$ cat src/rtl/ps2_rx_decoder_pkg.sv
// ps2_pkg: shared types and constants for the PS/2 keyboard receiver.
//   ps2_state_e  - framing FSM states (IDLE, DATA, PARITY, STOP)
//   PS2_EXT/BRK  - extended (E0) and break (F0) prefix bytes
//   ps2_event_t  - packed key event {ext, brk, code[7:0]}, 10 bits
//   odd_parity_ok- true when data byte plus parity bit has odd weight
package ps2_pkg;

    typedef enum logic [1:0] {
        IDLE   = 2'd0,
        DATA   = 2'd1,
        PARITY = 2'd2,
        STOP   = 2'd3
    } ps2_state_e;

    localparam logic [7:0] PS2_EXT = 8'hE0;
    localparam logic [7:0] PS2_BRK = 8'hF0;

    typedef struct packed {
        logic       ext;
        logic       brk;
        logic [7:0] code;
    } ps2_event_t;

    localparam int PS2_EVENT_W = 10;

    function automatic logic odd_parity_ok(input logic [7:0] data_i, input logic par_i);
        return ^{data_i, par_i};
    endfunction

endpackage

$ cat src/rtl/ps2_rx_decoder_if.sv
// ps2_rx_decoder_if: ready/valid key-event stream.
//   ev_valid - head event present        (master -> slave)
//   ev_ready - consumer takes head       (slave -> master)
//   ev_code  - scan code of head event   (master -> slave)
//   ev_ext   - head event was E0-prefixed
//   ev_break - head event is a release
interface ps2_rx_decoder_if;
    logic       ev_valid;
    logic       ev_ready;
    logic [7:0] ev_code;
    logic       ev_ext;
    logic       ev_break;

    modport master (output ev_valid, ev_code, ev_ext, ev_break, input ev_ready);
    modport slave  (input ev_valid, ev_code, ev_ext, ev_break, output ev_ready);
endinterface

$ cat src/rtl/ps2_rx_decoder_fifo.sv
// ps2_event_fifo: generic ready/valid FIFO with a dropped-push pulse.
//   clk, rst_n          - system clock, async active-low reset
//   push_valid_i/data_i - write request and payload
//   pop_ready_i         - consumer accepts head
//   pop_valid_o/data_o  - head present / head payload
//   overflow_o          - one-cycle pulse when a push was dropped (full, no pop)
module ps2_event_fifo #(
    parameter int DEPTH = 4,
    parameter int W     = 10
) (
    input  logic         clk,
    input  logic         rst_n,
    input  logic         push_valid_i,
    input  logic [W-1:0] push_data_i,
    input  logic         pop_ready_i,
    output logic         pop_valid_o,
    output logic [W-1:0] pop_data_o,
    output logic         overflow_o
);
    localparam int AW = $clog2(DEPTH);

    logic [W-1:0] mem_q [DEPTH];
    logic [AW:0]  wr_ptr_q, wr_ptr_d, rd_ptr_q, rd_ptr_d;
    logic         ovf_q, ovf_d;
    logic         empty_s, full_s, pop_s, wr_en_s;

    // Extra wrap bit distinguishes full from empty when the indices match.
    assign empty_s = (wr_ptr_q == rd_ptr_q);
    assign full_s  = (wr_ptr_q[AW] != rd_ptr_q[AW]) &&
                     (wr_ptr_q[AW-1:0] == rd_ptr_q[AW-1:0]);

    // Pointer advance and overflow detection; a pop frees the slot for a same-cycle push.
    always_comb begin
        pop_s    = !empty_s && pop_ready_i;
        wr_en_s  = push_valid_i && (!full_s || pop_s);
        ovf_d    = push_valid_i && full_s && !pop_s;
        wr_ptr_d = wr_en_s ? (wr_ptr_q + (AW+1)'(1)) : wr_ptr_q;
        rd_ptr_d = pop_s   ? (rd_ptr_q + (AW+1)'(1)) : rd_ptr_q;
    end

    // Storage, pointers and overflow pulse register.
    always_ff @(posedge clk or negedge rst_n) begin
        if (!rst_n) begin
            wr_ptr_q <= '0;
            rd_ptr_q <= '0;
            ovf_q    <= 1'b0;
            for (int i = 0; i < DEPTH; i++) mem_q[i] <= '0;
        end else begin
            wr_ptr_q <= wr_ptr_d;
            rd_ptr_q <= rd_ptr_d;
            ovf_q    <= ovf_d;
            if (wr_en_s) mem_q[wr_ptr_q[AW-1:0]] <= push_data_i;
        end
    end

    assign pop_valid_o = !empty_s;
    assign pop_data_o  = mem_q[rd_ptr_q[AW-1:0]];
    assign overflow_o  = ovf_q;
endmodule

$ cat src/rtl/ps2_rx_decoder.sv
// ps2_rx_decoder: system-clock PS/2 keyboard receiver.
//   clk, rst_n         - system clock, async active-low reset
//   ps2_clk, ps2_data  - raw asynchronous PS/2 lines
//   ev (master)        - ready/valid stream of {ext, break, code} key events
//   frame_err          - one-cycle pulse on parity, stop or timeout error
//   overflow           - one-cycle pulse when an event is dropped (FIFO full)
// Optional build macro REPEAT_FILTER_EN suppresses typematic repeats of the
// last pushed make; without it every make is pushed.
module ps2_rx_decoder
    import ps2_pkg::*;
#(
    parameter int SYNC_STAGES    = 2,
    parameter int FIFO_DEPTH     = 4,
    parameter int TIMEOUT_CYCLES = 50000
) (
    input  logic                clk,
    input  logic                rst_n,
    input  logic                ps2_clk,
    input  logic                ps2_data,
    ps2_rx_decoder_if.master    ev,
    output logic                frame_err,
    output logic                overflow
);
    localparam int TW = $clog2(TIMEOUT_CYCLES + 1);

    logic [SYNC_STAGES-1:0] clk_sync_q, data_sync_q;
    logic                   clk_prev_q;
    logic                   clk_s, data_s, fall_s, tmo_hit_s;

    ps2_state_e state_q, state_d;
    logic [2:0] bitcnt_q, bitcnt_d;
    logic [7:0] shift_q, shift_d;
    logic       parity_q, parity_d;
    logic [TW-1:0] tmo_q, tmo_d;
    logic [7:0] byte_q, byte_d;
    logic       byte_vld_q, byte_vld_d;
    logic       frame_err_q, frame_err_d;
    logic       ext_q, ext_d, brk_q, brk_d;
    logic       is_key_s, keep_s, push_s;
    ps2_event_t push_ev_s, head_ev_s;
    logic       head_vld_s, ovf_s;

    // Synchronisers idle high so reset release never looks like a falling edge.
    always_ff @(posedge clk or negedge rst_n) begin
        if (!rst_n) begin
            clk_sync_q  <= '1;
            data_sync_q <= '1;
            clk_prev_q  <= 1'b1;
        end else begin
            clk_sync_q  <= {clk_sync_q[SYNC_STAGES-2:0], ps2_clk};
            data_sync_q <= {data_sync_q[SYNC_STAGES-2:0], ps2_data};
            clk_prev_q  <= clk_sync_q[SYNC_STAGES-1];
        end
    end

    assign clk_s     = clk_sync_q[SYNC_STAGES-1];
    assign data_s    = data_sync_q[SYNC_STAGES-1];
    assign fall_s    = clk_prev_q && !clk_s;
    assign tmo_hit_s = (state_q != IDLE) && !fall_s && (tmo_q == TW'(TIMEOUT_CYCLES - 1));

    // FSM state register.
    always_ff @(posedge clk or negedge rst_n) begin
        if (!rst_n) state_q <= IDLE;
        else        state_q <= state_d;
    end

    // FSM next state: one transition per ps2_clk fall, timeout returns to IDLE.
    always_comb begin
        state_d = state_q;
        case (state_q)
            IDLE:    if (fall_s && !data_s) state_d = DATA; else state_d = IDLE;
            DATA:    if (tmo_hit_s) state_d = IDLE;
                     else if (fall_s && (bitcnt_q == 3'd7)) state_d = PARITY;
                     else state_d = DATA;
            PARITY:  if (tmo_hit_s) state_d = IDLE; else if (fall_s) state_d = STOP; else state_d = PARITY;
            STOP:    if (tmo_hit_s || fall_s) state_d = IDLE; else state_d = STOP;
            default: state_d = IDLE;
        endcase
    end

    // FSM outputs: bit capture, frame check and timeout counter.
    always_comb begin
        bitcnt_d    = bitcnt_q;
        shift_d     = shift_q;
        parity_d    = parity_q;
        byte_d      = byte_q;
        byte_vld_d  = 1'b0;
        frame_err_d = tmo_hit_s;
        tmo_d       = ((state_q == IDLE) || fall_s) ? TW'(0) : (tmo_q + TW'(1));
        case (state_q)
            IDLE:   if (fall_s && !data_s) bitcnt_d = 3'd0; else bitcnt_d = bitcnt_q;
            DATA:   if (fall_s) begin
                        shift_d  = {data_s, shift_q[7:1]};
                        bitcnt_d = bitcnt_q + 3'd1;
                    end else begin
                        shift_d  = shift_q;
                    end
            PARITY: if (fall_s) parity_d = data_s; else parity_d = parity_q;
            STOP:   if (fall_s && data_s && odd_parity_ok(shift_q, parity_q)) begin
                        byte_vld_d = 1'b1;
                        byte_d     = shift_q;
                    end else if (fall_s) begin
                        frame_err_d = 1'b1;
                    end else begin
                        byte_d = byte_q;
                    end
            default: bitcnt_d = 3'd0;
        endcase
    end

    // Framing datapath and completed-byte stage registers.
    always_ff @(posedge clk or negedge rst_n) begin
        if (!rst_n) begin
            bitcnt_q    <= 3'd0;
            shift_q     <= 8'd0;
            parity_q    <= 1'b0;
            tmo_q       <= '0;
            byte_q      <= 8'd0;
            byte_vld_q  <= 1'b0;
            frame_err_q <= 1'b0;
            ext_q       <= 1'b0;
            brk_q       <= 1'b0;
        end else begin
            bitcnt_q    <= bitcnt_d;
            shift_q     <= shift_d;
            parity_q    <= parity_d;
            tmo_q       <= tmo_d;
            byte_q      <= byte_d;
            byte_vld_q  <= byte_vld_d;
            frame_err_q <= frame_err_d;
            ext_q       <= ext_d;
            brk_q       <= brk_d;
        end
    end

    assign is_key_s = byte_vld_q && (byte_q != PS2_EXT) && (byte_q != PS2_BRK);

    // Prefix folding: E0/F0 arm flags, a key byte consumes them, an error drops them.
    always_comb begin
        ext_d = ext_q;
        brk_d = brk_q;
        if (frame_err_q || is_key_s) begin
            ext_d = 1'b0;
            brk_d = 1'b0;
        end else if (byte_vld_q && (byte_q == PS2_EXT)) begin
            ext_d = 1'b1;
        end else if (byte_vld_q) begin
            brk_d = 1'b1;
        end else begin
            ext_d = ext_q;
        end
    end

`ifdef REPEAT_FILTER_EN
    logic       rep_vld_q, rep_vld_d;
    logic [8:0] rep_key_q, rep_key_d;
    logic       rep_match_s;

    assign rep_match_s = rep_vld_q && (rep_key_q == {ext_q, byte_q});

    // Repeat tracker: drop a make equal to the last pushed make; its break clears it.
    always_comb begin
        rep_vld_d = rep_vld_q;
        rep_key_d = rep_key_q;
        keep_s    = 1'b1;
        if (is_key_s && brk_q) begin
            if (rep_match_s) rep_vld_d = 1'b0; else rep_vld_d = rep_vld_q;
        end else if (is_key_s && rep_match_s) begin
            keep_s = 1'b0;
        end else if (is_key_s) begin
            rep_vld_d = 1'b1;
            rep_key_d = {ext_q, byte_q};
        end else begin
            keep_s = 1'b1;
        end
    end

    // Repeat tracker registers.
    always_ff @(posedge clk or negedge rst_n) begin
        if (!rst_n) begin
            rep_vld_q <= 1'b0;
            rep_key_q <= 9'd0;
        end else begin
            rep_vld_q <= rep_vld_d;
            rep_key_q <= rep_key_d;
        end
    end
`else
    assign keep_s = 1'b1;
`endif

    assign push_s    = is_key_s && keep_s;
    assign push_ev_s = '{ext: ext_q, brk: brk_q, code: byte_q};

    ps2_event_fifo #(
        .DEPTH (FIFO_DEPTH),
        .W     (PS2_EVENT_W)
    ) u_fifo (
        .clk          (clk),
        .rst_n        (rst_n),
        .push_valid_i (push_s),
        .push_data_i  (push_ev_s),
        .pop_ready_i  (ev.ev_ready),
        .pop_valid_o  (head_vld_s),
        .pop_data_o   (head_ev_s),
        .overflow_o   (ovf_s)
    );

    assign ev.ev_valid = head_vld_s;
    assign ev.ev_code  = head_ev_s.code;
    assign ev.ev_ext   = head_ev_s.ext;
    assign ev.ev_break = head_ev_s.brk;
    assign frame_err   = frame_err_q;
    assign overflow    = ovf_s;
endmodule

$ cat src/flat_wrapper.sv
// flat-port wrapper written by rule: the top's interface ports become plain ports
module ps2_rx_decoder_flat import ps2_pkg::*;
#(
    parameter int SYNC_STAGES    = 2,
    parameter int FIFO_DEPTH     = 4,
    parameter int TIMEOUT_CYCLES = 50000
)
  (clk, rst_n, ps2_clk, ps2_data, frame_err, overflow, ev_ev_valid, ev_ev_code, ev_ev_ext, ev_ev_break, ev_ev_ready);
  ps2_rx_decoder_if ev_i ();
  input  logic clk;
  input  logic rst_n;
  input  logic ps2_clk;
  input  logic ps2_data;
  output logic frame_err;
  output logic overflow;
  output wire logic [$bits(ev_i.ev_valid)-1:0] ev_ev_valid;
  output wire logic [$bits(ev_i.ev_code)-1:0] ev_ev_code;
  output wire logic [$bits(ev_i.ev_ext)-1:0] ev_ev_ext;
  output wire logic [$bits(ev_i.ev_break)-1:0] ev_ev_break;
  input wire logic [$bits(ev_i.ev_ready)-1:0] ev_ev_ready;
  assign ev_ev_valid = ev_i.ev_valid;
  assign ev_ev_code = ev_i.ev_code;
  assign ev_ev_ext = ev_i.ev_ext;
  assign ev_ev_break = ev_i.ev_break;
  assign ev_i.ev_ready = ev_ev_ready;
  ps2_rx_decoder #(.SYNC_STAGES(SYNC_STAGES), .FIFO_DEPTH(FIFO_DEPTH), .TIMEOUT_CYCLES(TIMEOUT_CYCLES)) u_core (.clk(clk), .rst_n(rst_n), .ps2_clk(ps2_clk), .ps2_data(ps2_data), .ev(ev_i), .frame_err(frame_err), .overflow(overflow));
endmodule
$ cat config.mk
export PLATFORM = sky130hd
export DESIGN_NAME = ps2_rx_decoder_flat
export DESIGN_NICKNAME = d
export VERILOG_FILES = /design/src/rtl/ps2_rx_decoder_pkg.sv /design/src/rtl/ps2_rx_decoder_if.sv /design/src/rtl/ps2_rx_decoder_fifo.sv /design/src/rtl/ps2_rx_decoder.sv /design/src/flat_wrapper.sv
export SDC_FILE = /design/constraint.sdc
export NUM_CORES = 1
export LEC_CHECK = 0
export CAP_MARGIN = 20
export CORE_MARGIN = 3
export CORE_UTILIZATION = 50
export DETAILED_ROUTE_END_ITERATION = 10
export PLACE_DENSITY = 0.7
export SYNTH_ARGS = -nofsm -noshare
export SYNTH_HDL_FRONTEND = slang
export SYNTH_HIERARCHICAL = 1
export SYNTH_SLANG_ARGS = --single-unit
export TNS_END_PERCENT = 30
$ cat constraint.sdc
create_clock -name clk -period 2.15 [get_ports clk]
set_clock_uncertainty 0.15 [all_clocks]
set_input_delay 0.43 -clock clk [delete_from_list [all_inputs] [get_ports clk]]
set_output_delay 0.43 -clock clk [all_outputs]
set_load 0.05 [all_outputs]
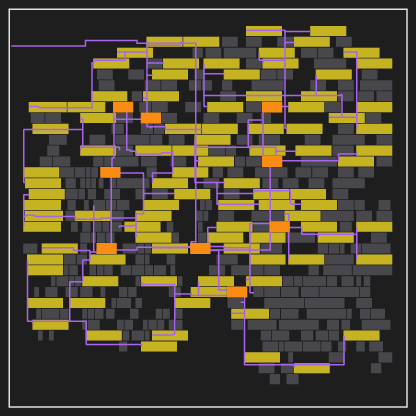
(clock wires, drivers and flops)
Drawn at 4 px/µm.
[orange] clock-net drivers | count: 9
[purple] clock wires | length: 1,080 µm
[yellow] flip-flops | count: 94
routed clock nets: 10

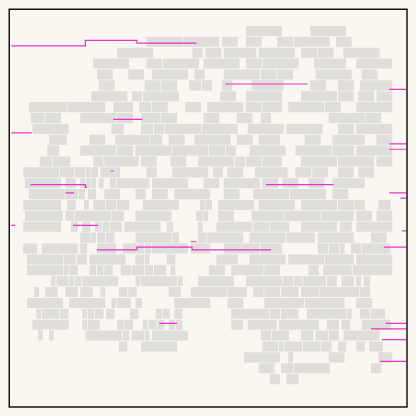
(met3 routing)
Drawn at 4 px/µm. Cells faint in the background.
longest straight run: 20.2 µm
wire length on this layer: 218 µm
main direction: horizontal

[final timing paths]
kind	start	endpoint
worst max-delay path	u_core/u_fifo/rd_ptr_q[0]	ev_ev_break
worst min-delay path	u_core/data_sync_q[0]	u_core/data_sync_q[1]
worst max register to register	u_core/byte_q[2]	u_core/u_fifo/mem_q[8]
worst min register to register	u_core/data_sync_q[0]	u_core/data_sync_q[1]
max in group asynchronous	rst_n	u_core/clk_sync_q[1]
min in group asynchronous	rst_n	u_core/u_fifo/overflow_o
[kinds of logic (layout without fill, tap and decap cells)]
kind of cell    after synthesis  after routing  synth area share (%)
simple gates                 68             68                  8.64
mux                          71             71                  21.3
flops                        94             94                  54.4
buf+inv                      15             78                  1.42
xor+xnor                     21             21                  5.46
fa+ha+maj                     8              8                  2.31
compound gates               33             33                  6.41
[registers in the layout (all words and copies together) (netlist names), 2 cells and up]
signal and cells:
u_core/bitcnt_q 3, u_core/byte_q 8, u_core/clk_sync_q 2, u_core/data_sync_q 2, u_core/shift_q 8, u_core/state_q 2, u_core/tmo_q 16, u_core/u_fifo/mem_q 40
u_core/u_fifo/rd_ptr_q 3, u_core/u_fifo/wr_ptr_q 3
[per-layer routing]
metal,part of all wire [%],routed length (µm),vias up
met5,0,0,-
met1,48,3720,1340
met4,0.89,69,0
met3,2.8,217,4
met2,48,3730,33
li1,-,-,1251
[where the power goes]
part,internal (W),switching [W]
clock,0.000447,0.000667
combinational,0.000993,0.000823
sequential,0.00198,0.000232
[cell type report]
type                            instances  area, µm²  area share (%)
Clock inverter                          7       63.8            1.22
Inverter                                7       26.3           0.501
Tap cell                              105        131            2.50
Multi-Input combinational cell        201       1980            37.7
Sequential cell                        94       2360            45.0
Timing Repair Buffer                   55        564            10.8
Clock buffer                            9        124            2.36
==> tab_implementation.tex <==
% Implementation results table
\begin{tabular}{lr}
\hline
Metric & Value \\
\hline
\multicolumn{2}{l}{\textbf{Global routing}} \\
M1 GR Usage & 23.5\% \\
Via count of the first global-routing pass & 2,667 \\
Pin count of the biggest net entering global routing & 39 \\
Met3 capacity usage during global routing & 2.90\% \\
Busiest layer in global routing & met2 \\
Global-route wire length before repair & 13,000 µm \\
Initial antenna violation count & 0 \\
Total Routing Usage GR & 16.5\% \\
Total congestion overflow after global routing & 0 \\
Met2 layer usage reported by global route & 25.6\% \\
\multicolumn{2}{l}{\textbf{Yosys}} \\
Number of enable-type register cells in the synthesized netlist & 0 \\
Area leader, netlist & dfrtp\_1 \\
Yosys synthesis chip area & 4330 µm² \\
Primary flip-flop cell chosen by synthesis mapping & dfrtp\_1 \\
Post-Synthesis Cell Area & roughly 4300 µm² \\
Post-synthesis sequential area ratio & 54.4\% \\
Main area contributors & dfrtp\_1, mux2\_2, mux4\_2, dfstp\_2, mux2\_1 \\
Average size of a mapped cell & 14.0 µm² \\
Synth Instances & 310 \\
Area fraction of the dominant cell type after synthesis & 51.4\% \\
Yosys cell count & $\sim$310 \\
Number of distinct standard cells referenced by the synthesized netlist & 48 \\
Commonest cells in the netlist & dfrtp\_1, mux2\_2, nor2\_1 \\
Most used standard cell by instance count after synthesis & dfrtp\_1 \\
Post-synth regs & 94 \\
Warning count from the yosys run & 6 \\
Async set-or-reset flop fraction in the synthesized netlist & 100\% \\
Nets in the synthesized netlist & about 320 \\
\multicolumn{2}{l}{\textbf{Power}} \\
Overall power & around 0.005 W \\
Worst vdd rail ir drop & 0.602 mV \\
Power per unit of standard cell area & 981 nW/µm² \\
LEAKAGE & 2.45 nW \\
\multicolumn{2}{l}{\textbf{Timing}} \\
Transition time at the pin with the least slew margin & 0.489 ns \\
Minimum period implied by the final worst setup slack & 2.23 ns \\
Max-slew violation count & 0 \\
Unrepaired setup endpoints after global routing & yes \\
Hold Vio Cnt, Final & 0 \\
Final setup violation count & 11 \\
Setup ws final & -0.0810 ns \\
Minimum hold slack & approximately 0.21 ns \\
Worst slew slack as a fraction of its limit & 67.3\% \\
Part of the cycle the worst path needs & 104\% \\
FMAX & 448 MHz \\
Setup TNS & -0.725 ns \\
\multicolumn{2}{l}{\textbf{Worst setup path}} \\
CP max-delay cell & mux4\_2 \\
FF-to-FF setup slack & 0 ns \\
Stages on worst setup path & 3 \\
Buf/Inv on CP & 2 \\
Crit path max fanout & 5 \\
Worst reg-to-reg path cell count & 6 \\
Startpoint-to-endpoint class of the critical path & reg -> out \\
Critical path, cell by cell & clkbuf\_16 -> mux4\_2 -> buf\_6 \\
CP delay by family, top & multiplexers \\
CP required & 1.57 ns \\
Type of origin of the critical path & flip-flop \\
Arrival time reported for the critical path endpoint & 1.65 ns \\
Largest stage delay, worst path & 0.50 ns \\
\multicolumn{2}{l}{\textbf{Placed design}} \\
Cell total after placement & 452 \\
Half-perimeter wire length of the detailed placement result & 5140 µm \\
Cell area after placement & 4850 µm² \\
Worst slack after detailed placement & -0.0737 ns \\
Gp weighted congestion & 0.830 \\
Number of buffers added on ports & 17 \\
\multicolumn{2}{l}{\textbf{Routing}} \\
Vias & roughly 2,600 \\
DRT iter0 DRCs & 82 \\
Via/cell ratio & 5.50 \\
WL/cell & 16.2 µm \\
Aggregate routed wire length & $\sim$7700 µm \\
Iteration count of the initial detailed-routing pass & 4 \\
Antenna violation net count after detailed routing & 0 \\
Residual DRC count & 0 \\
\multicolumn{2}{l}{\textbf{Finish}} \\
Top Layout Cells & dfrtp\_1, mux2\_2, buf\_4, nor2\_1, buf\_6 \\
Share of cells above drive strength 1 & 40.8\% \\
Area overhead of the layout relative to synthesis & 21.1\% \\
Final core utilization & 63.2\% \\
Most instantiated logic cell after routing & dfrtp\_1 \\
Filler instances & 637 \\
Final-stage net count & 381 \\
Non-filler cells, final & 478 \\
Count of antenna diodes in the layout & 0 \\
\multicolumn{2}{l}{\textbf{Floorplan}} \\
Area of the core & roughly 8300 µm² \\
I/O pin cnt & 18 \\
Standard-cell rows & 33 \\
Overall chip area & 9820 µm² \\
Initial Utilization & between 50\% and 60\% \\
Overall die height & 99.1 µm \\
\multicolumn{2}{l}{\textbf{CTS}} \\
TritonCTS clock tree & done \\
TritonCTS Buffers & 9 \\
H-Tree Depth & 3 \\
Cell chosen for the clock root & clkbuf\_8 \\
Count of hold-fix buffers inserted at cts & 1 \\
Clock insertion delay at the later pin of the skew report & 0.35 ns \\
Clock sink count & 94 \\
\# resized after CTS & 16 \\
Clock slew at reported path FFs & 0.10 ns \\
Postcts setup bufs & 2 \\
Max Root-Sink Buffers & 2 \\
\multicolumn{2}{l}{\textbf{Min path}} \\
Worst Hold Depth & 0 \\
Worst hold-check path type & reg -> reg \\
\multicolumn{2}{l}{\textbf{Run}} \\
Number of warnings in the stage logs & 31 \\
Max-Cap Viols & 0 \\
\multicolumn{2}{l}{\textbf{Status}} \\
Result of the run & complete, but fails checks \\
Violated checks & negative setup slack \\
\hline
\end{tabular}
Power is estimated from default activity; no workload was simulated.
